**config.mk**
```make
export PLATFORM = sky130hd
export DESIGN_NAME = unstall_sequencer_flat
export DESIGN_NICKNAME = d
export VERILOG_FILES = /design/src/rtl/unstall_sequencer_if.sv /design/src/rtl/unstall_sequencer.sv /design/src/flat_wrapper.sv
export SDC_FILE = /design/constraint.sdc
export NUM_CORES = 1
export LEC_CHECK = 0
export ABC_CLOCK_PERIOD_IN_PS = 2300
export CAP_MARGIN = 5
export CORE_MARGIN = 5
export CORE_UTILIZATION = 50
export DETAILED_ROUTE_END_ITERATION = 12
export PLACE_DENSITY = 0.81
export SYNTH_ARGS = -nofsm -noshare
export SYNTH_HDL_FRONTEND = slang
export SYNTH_SLANG_ARGS = --single-unit
```
**constraint.sdc**
```tcl
create_clock -name clk -period 2.3 [get_ports clk]
set_input_delay 0.575 -clock clk [delete_from_list [all_inputs] [get_ports clk]]
set_output_delay 0.575 -clock clk [all_outputs]
set_load 0.05 [all_outputs]
```
**src/rtl/unstall_sequencer_if.sv**
```systemverilog
// Handshake bundle between the hazard logic and the unstall sequencer:
// stall request / flush in, per-stage enables and status out.
interface unstall_sequencer_if #(
   parameter int NSTAGES = 4,
   parameter int CNT_W   = 8
);
   logic               pc_en;
   logic               flush;
   logic [NSTAGES-1:0] stage_en;
   logic               unstalling;
   logic [CNT_W-1:0]   stall_cycles;

   modport master (
      output pc_en,
      output flush,
      input  stage_en,
      input  unstalling,
      input  stall_cycles
   );

   modport slave (
      input  pc_en,
      input  flush,
      output stage_en,
      output unstalling,
      output stall_cycles
   );
endinterface

```
**src/rtl/unstall_sequencer.sv**
```systemverilog
// Freezes all pipeline stages on a stall and re-enables them front to back,
// one stage every STEP cycles, while tracking the length of each stall episode.
module unstall_sequencer #(
   parameter int NSTAGES = 4,
   parameter int STEP    = 1,
   parameter int CNT_W   = 8
) (
   input  logic                  clk,
   input  logic                  rst_n,
   unstall_sequencer_if.slave    bus
);

   localparam int SCNT_W = (STEP > 1) ? $clog2(STEP) : 1;

   typedef enum logic [1:0] {
      RUN     = 2'd0,
      STALL   = 2'd1,
      RELEASE = 2'd2
   } state_t;

   state_t              state_q, state_d;
   logic [NSTAGES-1:0]  stage_en_q, stage_en_d;
   logic [CNT_W-1:0]    stall_cycles_q, stall_cycles_d;
   logic [SCNT_W-1:0]   step_q, step_d;
   logic                run_req;
   logic [NSTAGES-1:0]  grow;

   function automatic logic [CNT_W-1:0] sat_inc(input logic [CNT_W-1:0] v);
      return (&v) ? v : v + CNT_W'(1);
   endfunction

   // Only a clean 1 advances the PC; X/Z fall into the stall branch below.
   assign run_req = (bus.pc_en == 1'b1);
   assign grow    = (stage_en_q << 1) | NSTAGES'(1);

   always_comb begin
      state_d        = state_q;
      stage_en_d     = stage_en_q;
      stall_cycles_d = stall_cycles_q;
      step_d         = step_q;

      if (bus.flush == 1'b1) begin
         state_d    = RUN;
         stage_en_d = '1;
         step_d     = '0;
      end else begin
         case (state_q)
            RUN: begin
               if (run_req) begin
                  stage_en_d = '1;
               end else begin
                  state_d        = STALL;
                  stage_en_d     = '0;
                  stall_cycles_d = CNT_W'(1);
               end
            end
            STALL: begin
               if (run_req) begin
                  step_d = '0;
                  if (NSTAGES == 1) begin
                     state_d    = RUN;
                     stage_en_d = '1;
                  end else begin
                     state_d    = RELEASE;
                     stage_en_d = NSTAGES'(1);
                  end
               end else begin
                  stage_en_d     = '0;
                  stall_cycles_d = sat_inc(stall_cycles_q);
               end
            end
            RELEASE: begin
               if (run_req) begin
                  if (step_q == SCNT_W'(STEP - 1)) begin
                     step_d     = '0;
                     stage_en_d = grow;
                     // Setting the last stage completes the release.
                     if (grow[NSTAGES-1]) begin
                        state_d = RUN;
                     end
                  end else begin
                     step_d = step_q + SCNT_W'(1);
                  end
               end else begin
                  state_d        = STALL;
                  stage_en_d     = '0;
                  stall_cycles_d = CNT_W'(1);
                  step_d         = '0;
               end
            end
            default: begin
               state_d    = RUN;
               stage_en_d = '1;
               step_d     = '0;
            end
         endcase
      end
   end

   always_ff @(posedge clk or negedge rst_n) begin
      if (!rst_n) begin
         state_q        <= RUN;
         stage_en_q     <= '1;
         stall_cycles_q <= '0;
         step_q         <= '0;
      end else begin
         state_q        <= state_d;
         stage_en_q     <= stage_en_d;
         stall_cycles_q <= stall_cycles_d;
         step_q         <= step_d;
      end
   end

   assign bus.stage_en     = stage_en_q;
   assign bus.unstalling   = (state_q == RELEASE);
   assign bus.stall_cycles = stall_cycles_q;

endmodule
```
**src/flat_wrapper.sv**
```systemverilog
// flat-port wrapper written by rule: the top's interface ports become plain ports
module unstall_sequencer_flat 
#(
   parameter int NSTAGES = 4,
   parameter int STEP    = 1,
   parameter int CNT_W   = 8
)
  (clk, rst_n, bus_pc_en, bus_flush, bus_stage_en, bus_unstalling, bus_stall_cycles);
  unstall_sequencer_if #(.NSTAGES(NSTAGES), .CNT_W(CNT_W)) bus_i ();
  input  logic clk;
  input  logic rst_n;
  input wire logic [$bits(bus_i.pc_en)-1:0] bus_pc_en;
  input wire logic [$bits(bus_i.flush)-1:0] bus_flush;
  output wire logic [$bits(bus_i.stage_en)-1:0] bus_stage_en;
  output wire logic [$bits(bus_i.unstalling)-1:0] bus_unstalling;
  output wire logic [$bits(bus_i.stall_cycles)-1:0] bus_stall_cycles;
  assign bus_i.pc_en = bus_pc_en;
  assign bus_i.flush = bus_flush;
  assign bus_stage_en = bus_i.stage_en;
  assign bus_unstalling = bus_i.unstalling;
  assign bus_stall_cycles = bus_i.stall_cycles;
  unstall_sequencer #(.NSTAGES(NSTAGES), .STEP(STEP), .CNT_W(CNT_W)) u_core (.clk(clk), .rst_n(rst_n), .bus(bus_i));
endmodule
```
Floorplan with the power grid:
The bar under the picture is 10 um long. Pins as bars on the die edge. Tap cells in grey.
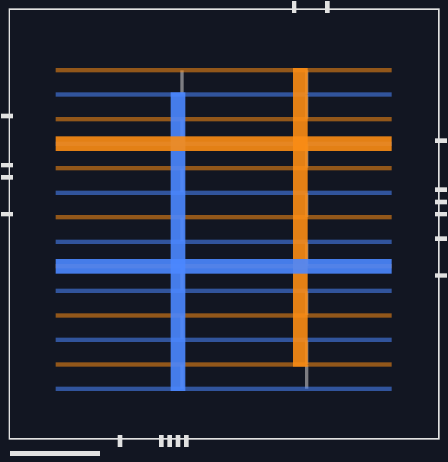
Key: VDD = orange; VSS = blue
The core has 13 rows. 15 tap cells. 2 straps on met4. 2 straps on met5.

Cell classes on the final placement:
The bar under the picture is 10 um long.
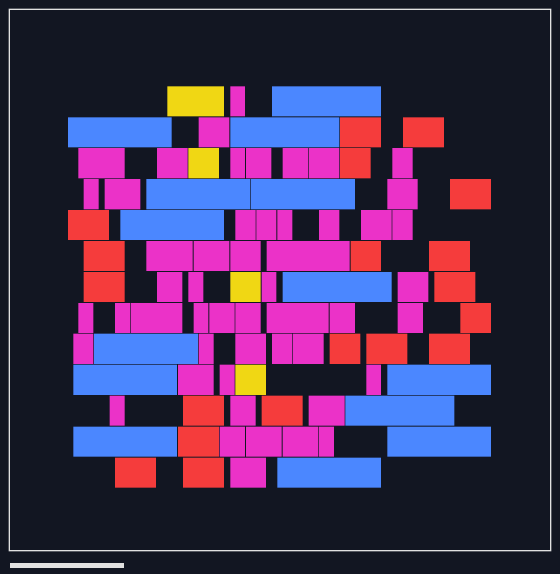
Key: clock drivers and dummy loads = yellow [cells 4]; flip-flops = blue [cells 14]; other buffers and delay cells = red [cells 19]; all other logic = magenta [cells 51]

==> impl_metrics.ini <==
; implementation run metrics
[synthesis]
synth_flops = 14
netlist_logic_family_top = simple AND/OR/NAND/NOR gates
top_area_frac = 0.357
synthCells = 66
ys_top_cells_by_area = dfrtp_1 (36%), dfstp_2 (15%), nor2_1 (3.7%)
ys_seq_share = 0.506
synth_nets = 71
ys_cells = 66
top_area_cell = dfrtp_1
syn_area_per_cell_sq_um = 10.6
compound_area_frac = 0.171
synth-xor-area-share = 0.0499
syn_area_sq_um = 702
ys_sh_adder = 0.0178
synth_cell_types = 30
mux_share = 0.0321
synth_simple_gate_area_share = 0.207
synth_warnings = 0
ys_area_sq_um = 702

[critical_path]
reg2regPathDepth = 3
cp.arrival_ns = 1.62
worstSetupPathType = reg2out
cp-end-kind = output port
cp_top_family = buffers and inverters
slowest_stage = clkdlybuf4s50_1
timing.rr.end = u_core.bus.stall_cycles[0]
r2r_start = u_core.state_q[0]
worstPathMaxFanout = 1
cp.required_ns = 1.73
path_buffers = 1
path_cells = clkdlybuf4s50_1
critical_path.max_stage_delay_ns = 0.81
critPathLaunchType = register
regToRegSetupSlack_ns = 0.36

[cts]
hold_buffers = 0
clock_latency_ns = 0.28
clk_pin_slew_worst_paths_ns = 0.09
root_buffer = clkbuf_4
cts_tree = done
clk_path_buf_depth = 2
numCtsBuffers = 3
cts_resized = 0
cts_sinks = 14
cts_post_setup_buffers_inserted = 0
htree_levels = 1

[layout]
synthToLayoutAreaGrowth_pct = 33.0
layout_top_cells = clkdlybuf4s50_1 (15), dfrtp_1 (10), nor2_1 (7)
nets = 94
lay_top_count = clkdlybuf4s50_1
diodes = 0
drive_gt1_frac = 0.193
final_util = 0.708

[timing]
hold_ws_ns = 0.536
setup_viol_count_final = 0
period_needed_ns = 2.19
worst_pin_slew_ns = 0.618
drv_slew = 0
fin_setup_tns_ns = 0
fin_skew_ns = 0.00719
rsz0062_at_grt = false
fin_crit_sh = 0.953
max_freq_ghz = 0.456
finalHoldViolations = 0
relSlewSlack = 0.584

[floorplan]
core-area_sq_um = 1320
core.rowCount = 13
fp-utilization = 0.533
die_x_um = 47.5
die_area_sq_um = 2250
die_y_um = 47.5
pin_count = 17

[global_route]
grt_max_degree = 15
grt_antenna_before_repair = 0
grt_pass1_vias = 548
grt_pass1_wl_um = 2580
grtUsageTotal = 0.167
gr-total-overflow = 0

[hold_path]
hold_path.class = reg2reg
hold_depth = 2
worstHoldStart = u_core.bus.stall_cycles[1]
hold-path-endpoint = u_core.bus.stall_cycles[1]

[detailed_routing]
drt_iter0_drc = 22
wl_um = 1620
drt_pass1_iterations = 4
vias = 579
post-route-drc-count = 0
viasPerCell = 5.62
ant_nets = 0
post_drt_wl_per_cell_um = 15.7

[run]
drv_cap = 0
warning_count = 26

[placed_design]
portBuffers = 16
dp_hpwl_um = 1160
gp_congestion = 0.782

[power_and_ir_drop]
max-vdd-ir-drop_v = 0.000379
p_per_area_nw_per_um2 = 656
p_leak_uw = 0.000383

[run_status]
outcome = finished clean
Clock distribution:
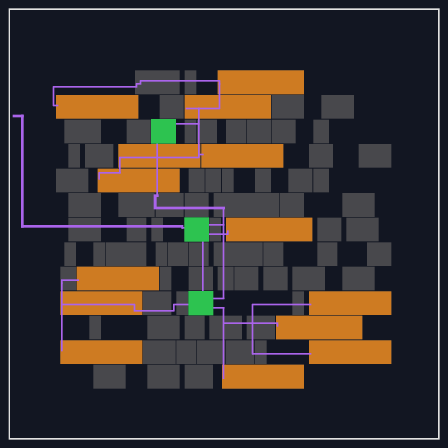
Key: clock wires = purple [length 188 um]; flip-flops = orange [count 14]; cells driving clock nets = green [count 3]
There are 4 routed clock nets.

flip-flops by register name, summed over array words and instances (netlist names):
name                     count
u_core.bus.stall_cycles      8
u_core.bus.stage_en          4
u_core.state_q               2
logic make-up (layout without fill, tap and decap cells):
| kind of cell | count (synthesis) | after routing |
|---|---|---|
| and+or+nand+nor | 27 | 27 |
| AOI/OAI and AO/OA | 15 | 15 |
| DFF | 14 | 14 |
| xor gates and xnor gates | 4 | 4 |
| buffers and inverters | 3 | 25 |
| muxes | 2 | 2 |
| adders and majority gates | 1 | 1 |
synthesized netlist by cell type:
master,number
a2111oi_2,1
a211oi_4,1
a21oi_1,4
a22o_1,1
and2_1,2
and3_1,1
and4_1,1
clkbuf_1,1
dfrtp_1,10
dfstp_2,4
ha_1,1
inv_1,1
inv_2,1
mux2_2,2
nand2_1,5
nand2b_1,1
nand4_1,3
nor2_1,7
nor2b_1,2
nor3_1,1
nor3b_1,1
o2111ai_1,1
o211ai_1,1
o21ai_0,2
o21bai_1,3
o31ai_1,1
or2b_1,2
or4_1,1
xnor2_1,2
xor2_1,2
power by group:
| part | switching [uW] | internal [uW] |
|---|---|---|
| registers | 21.0 | 266 |
| logic | 91.9 | 55.6 |
| clock network | 80.9 | 96.3 |
| total | 194 | 418 |
metrics by stage:
stage	power [uW]	std cells	setup slack, ns	area, sq um
floorplan	382	66	0.360	702
global placement	437	99	0.129	897
detailed placement	440	99	0.0982	897
CTS	613	103	0.0924	933
global route	639	103	0.0619	933
finish	612	103	0.108	933
worst max path at each step:
stage                                     startpoint                         end  slack, ns  cells past startpoint
after floorplan           u_core.bus.stall_cycles[0]  u_core.bus.stall_cycles[0]       0.36                      4
after global placement                     bus_flush  u_core.bus.stall_cycles[6]       0.13                      5
after detailed placement                   bus_flush  u_core.bus.stall_cycles[6]        0.1                      5
after CTS                     u_core.bus.stage_en[3]             bus_stage_en[3]       0.09                      1
after global routing          u_core.bus.stage_en[1]             bus_stage_en[1]       0.06                      1
final                         u_core.bus.stage_en[3]             bus_stage_en[3]       0.11                      1
layer usage:
layer,track usage,wire length (um)
met1,0.232,762
met4,0.0663,12
met2,0.265,746
met3,0.0226,97
met5,0,0
layout make-up:
| type | instances | area (sq um) |
|---|---|---|
| clock buffers | 4 | 36.3 |
| repair buffers | 19 | 180 |
| fillers | 103 | 384 |
| multi-input cells | 49 | 335 |
| well taps | 15 | 18.8 |
| flip-flops and latches | 14 | 355 |
| inverters | 2 | 7.51 |
Power figures rest on the tool's default switching activity, not on a simulated workload.
